## src/rtl/stopwatch_pkg.sv

```systemverilog
// Shared definitions for the stopwatch: FSM encodings, default dividers and BCD limits.
package stopwatch_pkg;

  typedef enum logic [1:0] {
    ST_IDLE  = 2'd0,
    ST_RUN   = 2'd1,
    ST_PAUSE = 2'd2
  } sw_state_t;

  localparam int TICK_DIV_DEF = 32'd1000000;
  localparam int SCAN_DIV_DEF = 32'd100000;
  localparam logic [3:0] BCD_MAX = 4'd9;

  function automatic logic bcd_at_max(input logic [3:0] d);
    return (d == BCD_MAX);
  endfunction

endpackage

```

## src/rtl/stopwatch_bcd_counter_bcd_digit.sv

```systemverilog
// Single BCD digit (0..9) with ripple carry; clear has priority over counting.
module bcd_digit
  import stopwatch_pkg::*;
(
  input  logic       clk,
  input  logic       rst,
  input  logic       clear,
  input  logic       inc,
  input  logic       carry_in,
  output logic [3:0] q,
  output logic       carry_out
);

  logic [3:0] q_r;

  assign carry_out = carry_in & bcd_at_max(q_r);
  assign q         = q_r;

  // Digit register: zero on clear, advance when enabled and carried into.
  always_ff @(posedge clk or negedge rst) begin
    if (!rst) begin
      q_r <= 4'd0;
    end else if (clear) begin
      q_r <= 4'd0;
    end else if (inc && carry_in) begin
      q_r <= bcd_at_max(q_r) ? 4'd0 : (q_r + 4'd1);
    end else begin
      q_r <= q_r;
    end
  end

endmodule

```

## src/rtl/stopwatch_bcd_counter.sv

```systemverilog
// Stopwatch with 4-digit BCD time, run/pause FSM and a digit-scan strobe.
// Define STOPWATCH_SAT_EN to saturate at 99.99 (and pause) instead of wrapping.
module stopwatch_bcd_counter
  import stopwatch_pkg::*;
#(
  parameter int TICK_DIV = TICK_DIV_DEF,
  parameter int SCAN_DIV = SCAN_DIV_DEF
) (
  input  logic        clk,
  input  logic        rst,
  input  logic        start_stop,
  input  logic        clear,
  output logic [15:0] cntr,
  output logic        dispen,
  output logic        running,
  output logic        wrap
);

  localparam int TW = (TICK_DIV > 1) ? $clog2(TICK_DIV) : 1;
  localparam int SW = (SCAN_DIV > 1) ? $clog2(SCAN_DIV) : 1;
  localparam logic [TW-1:0] TICK_LAST = TW'(TICK_DIV - 1);
  localparam logic [SW-1:0] SCAN_LAST = SW'(SCAN_DIV - 1);
`ifdef STOPWATCH_SAT_EN
  localparam logic SAT_EN = 1'b1;
`else
  localparam logic SAT_EN = 1'b0;
`endif

  sw_state_t     state_r;
  logic          running_r;
  logic          prev_ss_r;
  logic [TW-1:0] tick_cnt_r;
  logic [SW-1:0] scan_cnt_r;
  logic          dispen_r;
  logic          wrap_r;
  logic          edge_s;
  logic          tick_s;
  logic          at_max_s;
  logic          inc_s;
  logic [4:0]    carry_s;

  assign edge_s  = start_stop & ~prev_ss_r;
  assign tick_s  = (state_r == ST_RUN) && (tick_cnt_r == TICK_LAST);
  // With saturation the final tick is swallowed so the display holds 99.99.
  assign inc_s   = tick_s & ~(SAT_EN & at_max_s);
  assign carry_s[0] = 1'b1;
  assign at_max_s   = carry_s[4];

  for (genvar i = 0; i < 4; i++) begin : g_digit
    bcd_digit u_digit (
      .clk       (clk),
      .rst       (rst),
      .clear     (clear),
      .inc       (inc_s),
      .carry_in  (carry_s[i]),
      .q         (cntr[4*i +: 4]),
      .carry_out (carry_s[i+1])
    );
  end

  // Previous start_stop level; resets high so a held button gives no edge.
  always_ff @(posedge clk or negedge rst) begin
    if (!rst) begin
      prev_ss_r <= 1'b1;
    end else begin
      prev_ss_r <= start_stop;
    end
  end

  // Run/pause FSM; clear overrides everything, a tick is applied before an edge.
  always_ff @(posedge clk or negedge rst) begin
    if (!rst) begin
      state_r   <= ST_IDLE;
      running_r <= 1'b0;
    end else if (clear) begin
      state_r   <= ST_IDLE;
      running_r <= 1'b0;
    end else begin
      case (state_r)
        ST_IDLE: begin
          if (edge_s) begin
            state_r   <= ST_RUN;
            running_r <= 1'b1;
          end else begin
            state_r   <= ST_IDLE;
            running_r <= 1'b0;
          end
        end
        ST_RUN: begin
          if (edge_s || (SAT_EN && tick_s && at_max_s)) begin
            state_r   <= ST_PAUSE;
            running_r <= 1'b0;
          end else begin
            state_r   <= ST_RUN;
            running_r <= 1'b1;
          end
        end
        ST_PAUSE: begin
          if (edge_s) begin
            state_r   <= ST_RUN;
            running_r <= 1'b1;
          end else begin
            state_r   <= ST_PAUSE;
            running_r <= 1'b0;
          end
        end
        default: begin
          state_r   <= ST_IDLE;
          running_r <= 1'b0;
        end
      endcase
    end
  end

  // Tick prescaler: counts in RUN, holds in PAUSE, zeroed in IDLE or on clear.
  always_ff @(posedge clk or negedge rst) begin
    if (!rst) begin
      tick_cnt_r <= {TW{1'b0}};
    end else if (clear || (state_r == ST_IDLE)) begin
      tick_cnt_r <= {TW{1'b0}};
    end else if (state_r == ST_RUN) begin
      tick_cnt_r <= tick_s ? {TW{1'b0}} : (tick_cnt_r + TW'(1));
    end else begin
      tick_cnt_r <= tick_cnt_r;
    end
  end

  // Free-running scan prescaler and its one-cycle strobe.
  always_ff @(posedge clk or negedge rst) begin
    if (!rst) begin
      scan_cnt_r <= {SW{1'b0}};
      dispen_r   <= 1'b0;
    end else begin
      scan_cnt_r <= (scan_cnt_r == SCAN_LAST) ? {SW{1'b0}} : (scan_cnt_r + SW'(1));
      dispen_r   <= (scan_cnt_r == SCAN_LAST);
    end
  end

  // Rollover pulse, suppressed when clear zeroes the count anyway.
  always_ff @(posedge clk or negedge rst) begin
    if (!rst) begin
      wrap_r <= 1'b0;
    end else begin
      wrap_r <= tick_s & at_max_s & ~clear & ~SAT_EN;
    end
  end

  assign dispen  = dispen_r;
  assign running = running_r;
  assign wrap    = wrap_r;

endmodule
```

## config.mk

```make
export PLATFORM = sky130hd
export DESIGN_NAME = stopwatch_bcd_counter
export DESIGN_NICKNAME = d
export VERILOG_FILES = /design/src/rtl/stopwatch_pkg.sv /design/src/rtl/stopwatch_bcd_counter_bcd_digit.sv /design/src/rtl/stopwatch_bcd_counter.sv
export SDC_FILE = /design/constraint.sdc
export NUM_CORES = 1
export LEC_CHECK = 0
export CAP_MARGIN = 20
export CORE_MARGIN = 2
export CORE_UTILIZATION = 46
export DETAILED_ROUTE_END_ITERATION = 10
export PLACE_DENSITY = 0.71
export SYNTH_ARGS = -nofsm -noshare
export SYNTH_HDL_FRONTEND = slang
export SYNTH_SLANG_ARGS = --single-unit
export TNS_END_PERCENT = 30
```

## constraint.sdc

```tcl
create_clock -name clk -period 5.5 [get_ports clk]
set_clock_uncertainty 0.05 [all_clocks]
set_input_delay 1.1 -clock clk [delete_from_list [all_inputs] [get_ports clk]]
set_output_delay 1.1 -clock clk [all_outputs]
set_load 0.005 [all_outputs]
```

power_grid.png
The bar under the picture is 20 um long. Pins as bars on the die edge.
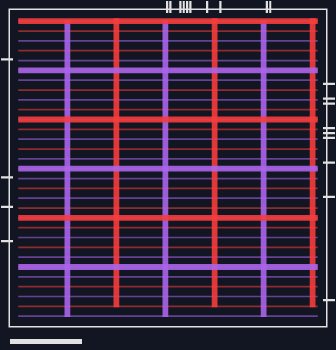
| net | color |
|---|---|
| VDD | red |
| VSS | purple |
signal pins: 23
met5 straps: 6
met4 straps: 6
met1 rails: 31
Core Footprint: 0.006756 mm^2
maximum vdd ir drop: 0.0001708 V

placement_by_type.png
Fill, decap, tap and diode cells in gray.
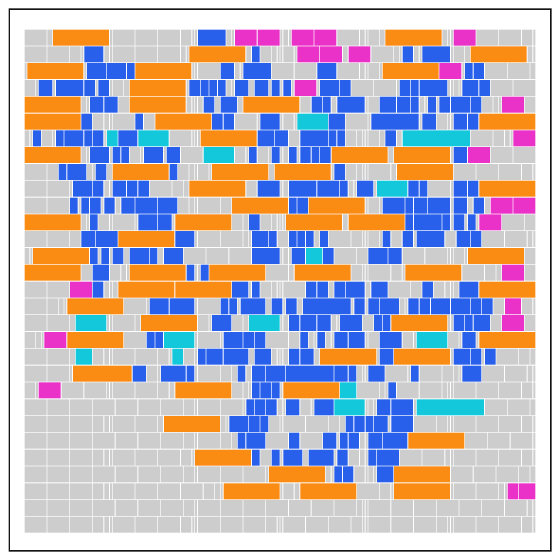
| class | color | cells | share of their area |
|---|---|---|---|
| clock drivers and dummy loads | cyan | 16 | 6.1% |
| flops | orange | 59 | 42% |
| other buffers and delay cells | magenta | 24 | 6.5% |
| combinational and other logic | blue | 258 | 46% |

==> flow_summary.yaml <==
# physical design summary
cells_and_area:
  combGateArea_mm2: 0.001589
  drive_gt1_frac: 0.1064
  syn_to_final_growth_pct: 14.31
  nets: 366
  fillCellCount: 590
  post-route-util: 0.5415
  stdcell_area_mm2: 0.003659
cts:
  clk_pin_slew_ns: 0.07
  cts_htree_levels: 3
  postCtsSetupBuffers: 0
  cts_tree: "built"
  ctsRootBufferMaster: "sky130_fd_sc_hd__clkbuf_8"
  sink_count: 59
  cts-root-to-sink-buffers: 2
  holdBufCountCts: 0
critical_path:
  slowest_delay_ns: 0.72
  critical_path.top_delay_family: "simple AND/OR/NAND/NOR gates"
  critical_path_arrival_ns: 2.94
  sort_of_element_at_the_end_of_the_critical_path: "register"
  critical_path.n_buffers_inverters: 0
  cp-start-kind: "register"
  timing.critical_path.cells: "nand2b_2 > nor4_4 > a21oi_1 > o21bai_1 > nor2_1"
  worstPathMaxFanout: 19
  worstPathRequired_ns: 5.66
outcome:
  status: "completed"
yosys:
  synth_compound_gate_area_share: 0.1032
  synth_flop_count: 59
  xor_and_xnor_area_share_after_synthesis: 0.04652
  post-synth-top-count-cell: "sky130_fd_sc_hd__dfrtp_1"
  synth_area_mm2: 0.003201
  syn-mean-instance-area_um2: 9.699
  fp_nets: 344
  postSynthCellCount: 330
  netlist_logic_family_top: "simple AND/OR/NAND/NOR gates"
  synth_cell_types: 55
  yosysCellCount: 330
  yosys.area.top_type_share: 0.4535
  ys_area_mm2: 0.003201
  synth.yosys.warnings: 0
  largest_area_cell: "sky130_fd_sc_hd__dfrtp_1"
  synth-adder-area-share: 0.03909
  top_cells_by_area: "sky130_fd_sc_hd__dfrtp_1 45%, sky130_fd_sc_hd__nor2_1 4.2%, sky130_fd_sc_hd__nand3_1 4.1%, sky130_fd_sc_hd__ha_1 3.9%, sky130_fd_sc_hd__a21oi_1 3.4%"
  ys_top_cells_by_count: "58 x sky130_fd_sc_hd__dfrtp_1, 36 x sky130_fd_sc_hd__nor2_1, 27 x sky130_fd_sc_hd__nand2_1"
timing:
  report.final.setup_viol: 0
  setup-tns-final_ns: 0
  min_period_ns: 2.774
  slew_headroom: 0.4668
  worst_slew_pin_slew_ns: 0.7950
  maxClockFrequency_mhz: 360.5
  grt_setup_unrepaired: "no"
  hold_viol_final: 0
  final.period_utilization: 0.5044
placement:
  io_buffers: 22
  placed_area_mm2: 0.003442
  routabilityCongestion: 0.8199
  detailedPlacementHpwl_um: 4131
route:
  route.detailed.drc: 0
  detail_route.iter0.violations: 149
  dr.pass1.iters: 4
  num_vias: 2472
  vias_per_cell: 5.657
  route.antenna.remaining_nets: 0
  wl_per_cell_um: 14.04
die:
  core_util_floorplan: 0.4737
  fp.dieArea_mm2: 0.007641
  die_y_um: 87.42
  design.portCount: 23
  die-width_um: 87.42
global_routing:
  top_usage_layer: "met2"
  antenna_found_initial: 0
  grt_util_met3: 0.06066
  grtUsageMet2: 0.2796
  first_global_vias: 2410
  pin_count_of_the_biggest_net_entering_global_routing: 60
  globalRoute.totalOverflow: 0
power_and_ir_drop:
  leakagePower_nw: 1.534
  power_density_mw_per_mm2: 245.9
flow_run:
  openroad.warnings: 30
clk_routes.png
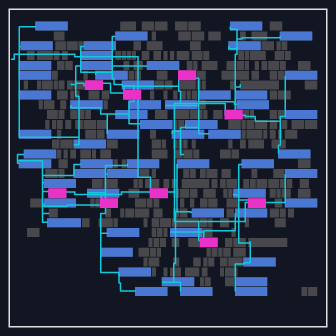
[clock wires] cyan | length: 825 um
[flip-flops] blue | count: 59
[clock drivers] magenta | count: 9
routed clock nets: 10
flops lie: all over the die
Clock group: 434 uW
power share of the clock group: 0.482
insertion delay of the later-clocked pin in the worst-skew pair: 0.34 ns

==> cell type report <==
type / count / area share
Tap cell: 80 / 0.02736
Clock inverter: 7 / 0.02531
Clock buffer: 9 / 0.03386
Timing Repair Buffer: 24 / 0.06293
Inverter: 12 / 0.01231
Sequential cell: 59 / 0.4039
Multi-Input combinational cell: 246 / 0.4343
==> kinds of logic (layout without fill, tap and decap cells) <==
group,after synthesis,after routing
AOI/OAI and AO/OA,51,51
xor gates and xnor gates,17,17
adders and majority gates,10,10
buffers and inverters,25,52
DFF,59,59
muxes,8,8
and+or+nand+nor,160,160
==> routing by layer <==
metal,vias up,routed length [um]
met3,7,240
li1,1228,-
met2,42,2897
met5,-,0
met4,0,80
met1,1195,2917
==> per-stage QoR <==
step | std cells | hold WS, ns
3_5_place_dp | 421 | 0.4228
5_1_grt | 437 | 0.4753
3_3_place_gp | 421 | 0.4132
2_1_floorplan | 330 | 0.3965
4_1_cts | 437 | 0.4312
6_report | 437 | 0.4238
==> flip-flops by register name, indices dropped and copies added (netlist names) <==
signal and count:
dispen 1, g_digit.u_digit.q 16, prev_ss_r 1, running 1
scan_cnt_r 17, state_r 2, tick_cnt_r 20, wrap 1
==> path summary, 6_finish.rpt <==
kind                                 from             end  slack, ns  cells after the start
max in group asynchronous             rst  scan_cnt_r[16]       4.04                      2
min in group asynchronous             rst  tick_cnt_r[11]       0.85                      2
max                            state_r[1]   tick_cnt_r[7]       2.73                      5
max reg2reg                    state_r[1]   tick_cnt_r[7]       2.73                      5
min                        scan_cnt_r[16]  scan_cnt_r[16]       0.42                      1
min reg2reg                scan_cnt_r[16]  scan_cnt_r[16]       0.42                      1
==> cell usage in the layout (no fill, tap or decap), drive strengths merged, types with 4 or more instances in the layout <==
cell type / instances
nand3: 26
and4: 4
ha: 10
nand2: 27
mux2: 4
xor2: 6
mux2i: 4
inv: 12
nand4: 6
xnor2: 11
nor2: 36
o21ai: 8
a21oi: 22
nand2b: 4
nor4: 6
or3: 8
nor3: 10
clkbuf: 9
nor2b: 4
a221o: 5
and3: 12
clkdlybuf4s50: 21
dfrtp: 58
==> power by group <==
| group | total (mW) | switching, mW | internal (mW) | leakage [nW] |
|---|---|---|---|---|
| clock | 0.434 | 0.181 | 0.253 | 0.101 |
| sequential | 0.438 | 0.00242 | 0.436 | 0.805 |
| combinational | 0.0273 | 0.0201 | 0.00723 | 0.627 |
No activity file was given, so power comes from the tool's default toggle rates.
